**src/rtl/clock_ctrl_pkg.sv**
```systemverilog
// clock_ctrl_pkg: shared types and defaults for the digital-clock mode/increment sequencer.
//   mode_t      - 2-bit mode encoding: RUN, SET_SEC, SET_MIN, SET_HR
//   DEF_*       - default parameter constants for time_set_controller
//   cnt_width() - bit width of a counter that must hold 0..max_val (minimum 1)
//   next_mode() - mode sequence RUN -> SET_SEC -> SET_MIN -> SET_HR -> RUN
package clock_ctrl_pkg;

  typedef enum logic [1:0] {
    MODE_RUN     = 2'd0,
    MODE_SET_SEC = 2'd1,
    MODE_SET_MIN = 2'd2,
    MODE_SET_HR  = 2'd3
  } mode_t;

  localparam int unsigned DEF_DEBOUNCE_CYCLES   = 8;
  localparam int unsigned DEF_LONG_PRESS_CYCLES = 400;
  localparam int unsigned DEF_REPEAT_CYCLES     = 100;
  localparam int unsigned DEF_TIMEOUT_CYCLES    = 0;

  function automatic int unsigned cnt_width(input int unsigned max_val);
    return (max_val > 0) ? $clog2(max_val + 1) : 1;
  endfunction

  function automatic mode_t next_mode(input mode_t m);
    mode_t n;
    case (m)
      MODE_RUN:     n = MODE_SET_SEC;
      MODE_SET_SEC: n = MODE_SET_MIN;
      MODE_SET_MIN: n = MODE_SET_HR;
      default:      n = MODE_RUN;
    endcase
    return n;
  endfunction

endpackage

```
**src/rtl/time_set_controller_if.sv**
```systemverilog
// time_set_controller_if: button inputs and datapath-facing outputs of the clock sequencer.
//   inc_btn, mode_btn             - raw active-high push buttons (asynchronous)
//   mode                          - current mode (mode_t)
//   mode_led, run_en              - set-mode indicator, time-advance enable
//   inc_sec, inc_min, inc_hr      - single-cycle increment strobes
// Modports: master (button source / datapath side), slave (the controller).
interface time_set_controller_if;
  import clock_ctrl_pkg::*;

  logic  inc_btn;
  logic  mode_btn;
  mode_t mode;
  logic  mode_led;
  logic  run_en;
  logic  inc_sec;
  logic  inc_min;
  logic  inc_hr;

  modport master (
    output inc_btn, mode_btn,
    input  mode, mode_led, run_en, inc_sec, inc_min, inc_hr
  );

  modport slave (
    input  inc_btn, mode_btn,
    output mode, mode_led, run_en, inc_sec, inc_min, inc_hr
  );

endinterface

```
**src/rtl/btn_debounce.sv**
```systemverilog
// btn_debounce: 2-flop synchroniser plus debounce counter for one raw push button.
//   clk, rst_n - clock, asynchronous active-low reset
//   raw        - raw asynchronous button level
//   level      - debounced level
//   rise       - one-cycle pulse, registered with the 0->1 change of level
// The debounced level changes only after DEBOUNCE_CYCLES consecutive synchronised samples
// differ from it; any matching sample clears the counter. After reset the path stays
// unarmed until the button has been seen released for DEBOUNCE_CYCLES samples, so a
// button held through reset never produces a press.
module btn_debounce
  import clock_ctrl_pkg::*;
#(
  parameter int unsigned DEBOUNCE_CYCLES = DEF_DEBOUNCE_CYCLES
) (
  input  logic clk,
  input  logic rst_n,
  input  logic raw,
  output logic level,
  output logic rise
);

  localparam int unsigned CntW = cnt_width(DEBOUNCE_CYCLES);
  localparam logic [CntW-1:0] CntLast = CntW'(DEBOUNCE_CYCLES - 1);

  logic [1:0]      sync_q;
  logic [1:0]      vld_q;    // marks when sync_q[1] holds a real sample after reset
  logic            armed_q;
  logic [CntW-1:0] cnt_q;
  logic            level_q;
  logic            rise_q;

  always_ff @(posedge clk or negedge rst_n) begin
    if (!rst_n) begin
      sync_q  <= 2'b00;
      vld_q   <= 2'b00;
      armed_q <= 1'b0;
      cnt_q   <= '0;
      level_q <= 1'b0;
      rise_q  <= 1'b0;
    end else begin
      sync_q <= {sync_q[0], raw};
      vld_q  <= {vld_q[0], 1'b1};
      rise_q <= 1'b0;
      if (vld_q[1]) begin
        if (!armed_q) begin
          // Wait for a confirmed release before any press can be accepted.
          if (sync_q[1]) begin
            cnt_q <= '0;
          end else if (cnt_q == CntLast) begin
            armed_q <= 1'b1;
            cnt_q   <= '0;
          end else begin
            cnt_q <= cnt_q + CntW'(1);
          end
        end else if (sync_q[1] == level_q) begin
          cnt_q <= '0;
        end else if (cnt_q == CntLast) begin
          level_q <= sync_q[1];
          rise_q  <= sync_q[1];
          cnt_q   <= '0;
        end else begin
          cnt_q <= cnt_q + CntW'(1);
        end
      end
    end
  end

  assign level = level_q;
  assign rise  = rise_q;

endmodule

```
**src/rtl/time_set_controller.sv**
```systemverilog
// time_set_controller: mode FSM and increment sequencer for the digital clock.
//   clk, rst_n - clock, asynchronous active-low reset
//   io         - time_set_controller_if.slave: raw buttons in; mode, mode_led, run_en and
//                the inc_sec/inc_min/inc_hr strobes out (all registered)
// Both buttons are synchronised and debounced. A mode press steps RUN -> SET_SEC ->
// SET_MIN -> SET_HR -> RUN; an increment press in a set mode strobes the selected field.
// A mode press in the same cycle as an increment press wins and drops the increment.
// TIMEOUT_CYCLES > 0 returns to RUN after that many idle cycles in a set mode.
// Build option: define AUTO_REPEAT_EN for long-press auto-repeat (first repeat after
// LONG_PRESS_CYCLES, then every REPEAT_CYCLES); undefined gives one strobe per press.
module time_set_controller
  import clock_ctrl_pkg::*;
#(
  parameter int unsigned DEBOUNCE_CYCLES   = DEF_DEBOUNCE_CYCLES,
  parameter int unsigned LONG_PRESS_CYCLES = DEF_LONG_PRESS_CYCLES,
  parameter int unsigned REPEAT_CYCLES     = DEF_REPEAT_CYCLES,
  parameter int unsigned TIMEOUT_CYCLES    = DEF_TIMEOUT_CYCLES
) (
  input logic               clk,
  input logic               rst_n,
  time_set_controller_if.slave io
);

  localparam bit          TimeoutEn = TIMEOUT_CYCLES > 0;
  localparam int unsigned IdleW     = cnt_width(TIMEOUT_CYCLES);
  localparam int unsigned IdleLastI = TimeoutEn ? TIMEOUT_CYCLES - 1 : 0;
  localparam logic [IdleW-1:0] IdleLast = IdleW'(IdleLastI);

  logic inc_level;
  logic inc_press;
  logic unused_mode_level;
  logic mode_press;

  btn_debounce #(
    .DEBOUNCE_CYCLES (DEBOUNCE_CYCLES)
  ) u_inc_db (
    .clk   (clk),
    .rst_n (rst_n),
    .raw   (io.inc_btn),
    .level (inc_level),
    .rise  (inc_press)
  );

  btn_debounce #(
    .DEBOUNCE_CYCLES (DEBOUNCE_CYCLES)
  ) u_mode_db (
    .clk   (clk),
    .rst_n (rst_n),
    .raw   (io.mode_btn),
    .level (unused_mode_level),
    .rise  (mode_press)
  );

  mode_t            mode_q;
  logic             mode_led_q;
  logic             run_en_q;
  logic             inc_sec_q;
  logic             inc_min_q;
  logic             inc_hr_q;
  logic [IdleW-1:0] idle_cnt_q;

  logic timeout_hit;
  logic fire;

`ifdef AUTO_REPEAT_EN
  localparam int unsigned HoldW = cnt_width(LONG_PRESS_CYCLES);
  localparam int unsigned RepW  = cnt_width(REPEAT_CYCLES);
  localparam logic [HoldW-1:0] HoldMax  = HoldW'(LONG_PRESS_CYCLES);
  localparam logic [HoldW-1:0] HoldLast = HoldW'(LONG_PRESS_CYCLES - 1);
  localparam logic [RepW-1:0]  RepLast  = RepW'(REPEAT_CYCLES - 1);

  logic             rep_active_q;
  logic [HoldW-1:0] hold_cnt_q;   // saturates at LONG_PRESS_CYCLES
  logic [RepW-1:0]  rep_cnt_q;    // runs only once hold_cnt_q has saturated
`else
  logic unused_repeat_cfg;
  assign unused_repeat_cfg = ^{LONG_PRESS_CYCLES, REPEAT_CYCLES};
`endif

  always_comb begin
    // Holding the increment button counts as activity, so no timeout while held.
    timeout_hit = TimeoutEn && (mode_q != MODE_RUN) && !inc_press && !inc_level &&
                  (idle_cnt_q == IdleLast);
    fire = 1'b0;
    if (!mode_press && !timeout_hit) begin
      if (inc_press) begin
        fire = (mode_q != MODE_RUN);
      end
`ifdef AUTO_REPEAT_EN
      else if (rep_active_q && inc_level) begin
        fire = (hold_cnt_q == HoldLast) || ((hold_cnt_q == HoldMax) && (rep_cnt_q == RepLast));
      end
`endif
    end
  end

  always_ff @(posedge clk or negedge rst_n) begin
    if (!rst_n) begin
      mode_q       <= MODE_RUN;
      mode_led_q   <= 1'b0;
      run_en_q     <= 1'b1;
      inc_sec_q    <= 1'b0;
      inc_min_q    <= 1'b0;
      inc_hr_q     <= 1'b0;
      idle_cnt_q   <= '0;
`ifdef AUTO_REPEAT_EN
      rep_active_q <= 1'b0;
      hold_cnt_q   <= '0;
      rep_cnt_q    <= '0;
`endif
    end else begin
      // fire is only ever set in a set mode, so RUN never strobes.
      inc_sec_q <= fire && (mode_q == MODE_SET_SEC);
      inc_min_q <= fire && (mode_q == MODE_SET_MIN);
      inc_hr_q  <= fire && (mode_q == MODE_SET_HR);

      if (mode_press) begin
        mode_q     <= next_mode(mode_q);
        mode_led_q <= (next_mode(mode_q) != MODE_RUN);
        run_en_q   <= (next_mode(mode_q) == MODE_RUN);
        idle_cnt_q <= '0;
`ifdef AUTO_REPEAT_EN
        rep_active_q <= 1'b0;
        hold_cnt_q   <= '0;
        rep_cnt_q    <= '0;
`endif
      end else if (timeout_hit) begin
        mode_q     <= MODE_RUN;
        mode_led_q <= 1'b0;
        run_en_q   <= 1'b1;
        idle_cnt_q <= '0;
`ifdef AUTO_REPEAT_EN
        rep_active_q <= 1'b0;
        hold_cnt_q   <= '0;
        rep_cnt_q    <= '0;
`endif
      end else begin
        if (!TimeoutEn || (mode_q == MODE_RUN) || inc_press || inc_level) begin
          idle_cnt_q <= '0;
        end else begin
          idle_cnt_q <= idle_cnt_q + IdleW'(1);
        end
`ifdef AUTO_REPEAT_EN
        if (inc_press) begin
          rep_active_q <= (mode_q != MODE_RUN);
          hold_cnt_q   <= '0;
          rep_cnt_q    <= '0;
        end else if (rep_active_q) begin
          if (!inc_level) begin
            rep_active_q <= 1'b0;
            hold_cnt_q   <= '0;
            rep_cnt_q    <= '0;
          end else if (hold_cnt_q != HoldMax) begin
            hold_cnt_q <= hold_cnt_q + HoldW'(1);
          end else if (rep_cnt_q == RepLast) begin
            rep_cnt_q <= '0;
          end else begin
            rep_cnt_q <= rep_cnt_q + RepW'(1);
          end
        end
`endif
      end
    end
  end

  assign io.mode     = mode_q;
  assign io.mode_led = mode_led_q;
  assign io.run_en   = run_en_q;
  assign io.inc_sec  = inc_sec_q;
  assign io.inc_min  = inc_min_q;
  assign io.inc_hr   = inc_hr_q;

endmodule

```
**src/flat_wrapper.sv**
```systemverilog
// flat-port wrapper written by rule: the top's interface ports become plain ports
module time_set_controller_flat import clock_ctrl_pkg::*;
#(
  parameter int unsigned DEBOUNCE_CYCLES   = DEF_DEBOUNCE_CYCLES,
  parameter int unsigned LONG_PRESS_CYCLES = DEF_LONG_PRESS_CYCLES,
  parameter int unsigned REPEAT_CYCLES     = DEF_REPEAT_CYCLES,
  parameter int unsigned TIMEOUT_CYCLES    = DEF_TIMEOUT_CYCLES
)
  (clk, rst_n, io_inc_btn, io_mode_btn, io_mode, io_mode_led, io_run_en, io_inc_sec, io_inc_min, io_inc_hr);
  time_set_controller_if io_i ();
  input logic clk;
  input logic rst_n;
  input wire logic [$bits(io_i.inc_btn)-1:0] io_inc_btn;
  input wire logic [$bits(io_i.mode_btn)-1:0] io_mode_btn;
  output wire logic [$bits(io_i.mode)-1:0] io_mode;
  output wire logic [$bits(io_i.mode_led)-1:0] io_mode_led;
  output wire logic [$bits(io_i.run_en)-1:0] io_run_en;
  output wire logic [$bits(io_i.inc_sec)-1:0] io_inc_sec;
  output wire logic [$bits(io_i.inc_min)-1:0] io_inc_min;
  output wire logic [$bits(io_i.inc_hr)-1:0] io_inc_hr;
  assign io_i.inc_btn = io_inc_btn;
  assign io_i.mode_btn = io_mode_btn;
  assign io_mode = io_i.mode;
  assign io_mode_led = io_i.mode_led;
  assign io_run_en = io_i.run_en;
  assign io_inc_sec = io_i.inc_sec;
  assign io_inc_min = io_i.inc_min;
  assign io_inc_hr = io_i.inc_hr;
  time_set_controller #(.DEBOUNCE_CYCLES(DEBOUNCE_CYCLES), .LONG_PRESS_CYCLES(LONG_PRESS_CYCLES), .REPEAT_CYCLES(REPEAT_CYCLES), .TIMEOUT_CYCLES(TIMEOUT_CYCLES)) u_core (.clk(clk), .rst_n(rst_n), .io(io_i));
endmodule
```
**config.mk**
```make
export PLATFORM = sky130hd
export DESIGN_NAME = time_set_controller_flat
export DESIGN_NICKNAME = d
export VERILOG_FILES = /design/src/rtl/clock_ctrl_pkg.sv /design/src/rtl/time_set_controller_if.sv /design/src/rtl/btn_debounce.sv /design/src/rtl/time_set_controller.sv /design/src/flat_wrapper.sv
export SDC_FILE = /design/constraint.sdc
export NUM_CORES = 1
export LEC_CHECK = 0
export CAP_MARGIN = 15
export CORE_AREA = 2 2 51 100
export DETAILED_ROUTE_END_ITERATION = 10
export DIE_AREA = 0 0 53 102
export PLACE_DENSITY = 0.38
export SYNTH_ARGS = -nofsm -noshare
export SYNTH_HDL_FRONTEND = slang
export SYNTH_SLANG_ARGS = --single-unit
```
**constraint.sdc**
```tcl
create_clock -name clk -period 2 [get_ports clk]
set_input_delay 0.4 -clock clk [delete_from_list [all_inputs] [get_ports clk]]
set_output_delay 0.4 -clock clk [all_outputs]
set_load 0.01 [all_outputs]
```
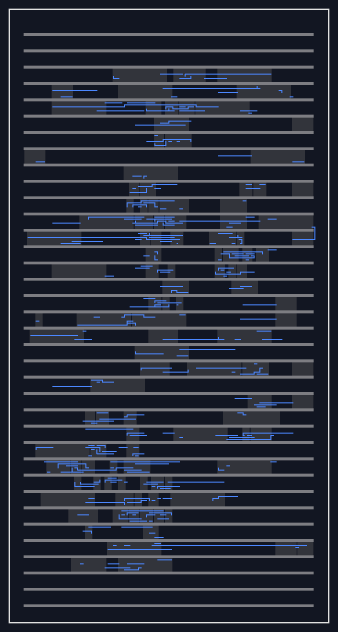
m1.png
(6 px per um) Supply wires on this layer in grey. Cells faint in the background.
The layer holds 39% of the routed length. The layer carries 799 um of wire. The longest straight run is 25.8 um. 102 nets have wire on it. The wires run mostly horizontal.
DR vias: 756
met1 global-route usage: 0.0994

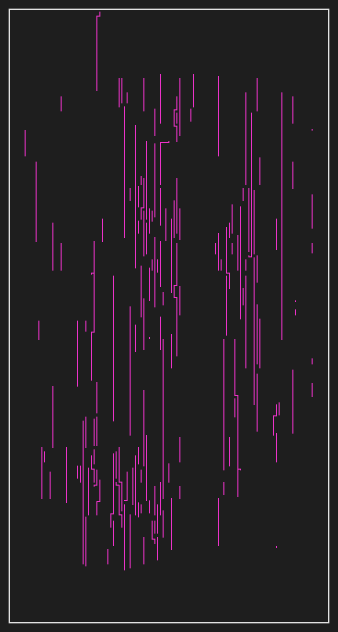
m2.png
(6 px per um)
The layer holds 55% of the routed length. 104 nets have wire on it. The longest straight run is 41.1 um. The layer carries 1,130 um of wire.
met2 Usage GRT: 0.169
total length of routed wires: 2.04 mm

==> flow_summary.json <==
{
  "run_status": "complete, no violations",
  "ys_ff": 27,
  "maxSlewViolCount": 0,
  "yosys.area_share.aoi": 0.0939,
  "placement.io_buffers": 10,
  "synthTopCellsByCount": "sky130_fd_sc_hd__dfrtp_1, sky130_fd_sc_hd__nand2_1, sky130_fd_sc_hd__ha_1, sky130_fd_sc_hd__inv_1",
  "clock_tree.root_cell": "sky130_fd_sc_hd__clkbuf_8",
  "layout.area.top_class": "sequential cells",
  "cellPowerDensity_mw_per_mm2": 698,
  "rr_startpoint": "u_core.u_inc_db.vld_q[1]",
  "fp.coreArea_sq_mm": 0.00460,
  "ys.warnings.count": 0,
  "cell_leakage_power_nw": 0.651,
  "sequential_cell_area_sq_um": 677,
  "cts_buffers": 3,
  "rr_worst_depth": 3,
  "via_count_of_the_first_global_routing_pass": 814,
  "timing.critical_path.depth": 1,
  "max-vdd-ir-drop_v": 0.000367,
  "drt-pass1-iter-count": 4,
  "non_cts_inverters": 7,
  "topCombFamilyByArea": "simple AND/OR/NAND/NOR gates",
  "stdcell_count": 170,
  "grt_antenna_before_repair": 0,
  "area_share_clock_buf_inv": 0.0329,
  "async_reset_ff_frac": 1.00,
  "clk-insertion-delay-late_ns": 0.27,
  "topCellsByArea": "sky130_fd_sc_hd__dfrtp_1, sky130_fd_sc_hd__ha_1, sky130_fd_sc_hd__nand2_1, sky130_fd_sc_hd__dfstp_2, sky130_fd_sc_hd__inv_1",
  "netlist.top_cell.by_instances": "sky130_fd_sc_hd__dfrtp_1",
  "cts_post_setup_buffers_inserted": 0,
  "dp.final_hpwl_mm": 1.49,
  "clk_transition_reported_paths_ns": 0.09,
  "postSynthCellCount": 102,
  "worstPathMaxFanout": 2,
  "post_route_cells_drive_above_1_share": 0.113,
  "stage_log_warnings": 30,
  "route.detailed.vias_per_inst": 4.45,
  "areaGrowthSynthToFinish_pct": 17.5,
  "fraction_of_synthesized_cell_area_taken_by_the_top_area_cell_type": 0.543,
  "critical_path.endpoint": "io_run_en",
  "worstSetupEndpointType": "primary output",
  "reg2reg_slack_ns": 0.53,
  "required_time_worst_endpoint_ns": 1.60,
  "synth_xor_xnor_area_share": 0.0271,
  "layout_filler_cell_count": 462,
  "gr-usage-all-layers": 0.0937,
  "critPathKind": "register to primary output",
  "rsz0062_at_grt": "no",
  "cap_viol_max_count": 0,
  "max_freq_mhz": 579,
  "die_width_um": 53,
  "layout_top_registers": "u_core.u_inc_db.cnt_q: 4 flops, u_core.u_mode_db.cnt_q: 4 flops",
  "clock_tree_from_tritoncts": "done",
  "nets": 127,
  "antenna_cells_inserted": 0,
  "timing.final.setup_violations": 0,
  "nFlopsAndLatches": 27,
  "period_used_share": 0.864,
  "crit_slowest_cell": "sky130_fd_sc_hd__dfstp_2",
  "clock_h_tree_levels": 1,
  "fin_util": 0.306,
  "cp_slowest_stage_delay_ns": 0.54,
  "buffer_area_frac": 0.0764,
  "hold_buffers": 0,
  "crit_arrival_ns": 1.33,
  "worst_hold_path.endpoint": "u_core.u_inc_db.vld_q[1]",
  "combGateArea_sq_um": 483,
  "n_tap_cell": 55,
  "seq_area_frac": 0.480,
  "nNonClkBuffers": 11,
  "yosysCellCount": 102,
  "area_of_the_mapped_netlist_sq_mm": 0.00120,
  "final_common_cell": "sky130_fd_sc_hd__dfrtp_1",
  "edf_count": 0,
  "hold_path.class": "register to register",
  "worstHoldStart": "u_core.u_inc_db.vld_q[0]",
  "yosys.area.top_type": "sky130_fd_sc_hd__dfrtp_1",
  "postLayoutSetupSlackWorst_ns": 0.273,
  "timing.final.hold_violations": 0,
  "io_pins": 11,
  "synth-simple-area-share": 0.166,
  "synth_cell_type_count": 36,
  "cp_num_buf_inv": 1,
  "finalSetupTns_ns": 0,
  "drt-wirelength-per-cell_um": 12.0,
  "min_path_cells": 0,
  "layout_top_cells_excl_fill_tap": "sky130_fd_sc_hd__dfrtp_1, sky130_fd_sc_hd__clkdlybuf4s50_1, sky130_fd_sc_hd__nand2_1",
  "count_of_nets_left_with_antenna_violations_after_detail_routing": 0,
  "initial_utilization": 0.261,
  "grt_pass1_wl_mm": 3.73,
  "tritoncts_num_sinks": 27,
  "synth.cellmix.adderShare": 0.0731,
  "critPathTopFamily": "flip-flops",
  "ys_seq_share": 0.565,
  "timing.critical_path.cells": "clkdlybuf4s50_1",
  "placed_cells": 166,
  "clock_tree.buffer_depth": 2,
  "fp_nets": 113,
  "category_of_the_worst_setup_path_launch_point": "register",
  "grt_start_max_net_pins": 28,
  "synth.yosys.chip_area_sq_mm": 0.00120,
  "placementRows": 35,
  "globalplace.congestion": 0.749,
  "design_power_total_w": 0.000984,
  "comb_cells": 66,
  "clock_skew_ns": 0.00247,
  "n_clock_buffer": 3,
  "comb-cell-share": 0.343,
  "cts_repair_resize_count": 0,
  "fp.dieArea_sq_mm": 0.00541
}
-- stage by stage --
step | cell area, sq um | hold WS [ns]
after floorplan | 1200 | 0.104
after global routing | 1410 | 0.375
after detailed placement | 1360 | 0.336
after global placement | 1360 | 0.334
after CTS | 1410 | 0.360
final | 1410 | 0.355
-- metal layers --
metal  track usage  up-vias  wire (um)
met5             0        -          0
met4        0.0533        0         54
met3        0.0132        4         58
met2         0.169       12       1130
met1        0.0994      371        798
li1              -      369          -
-- where the power goes --
group	internal [W]	switching [W]
clock network	0.000140	0.000168
logic	0.0000388	0.0000433
registers	0.000569	0.0000248
total	0.000748	0.000236
No activity file was given, so power comes from the tool's default toggle rates.
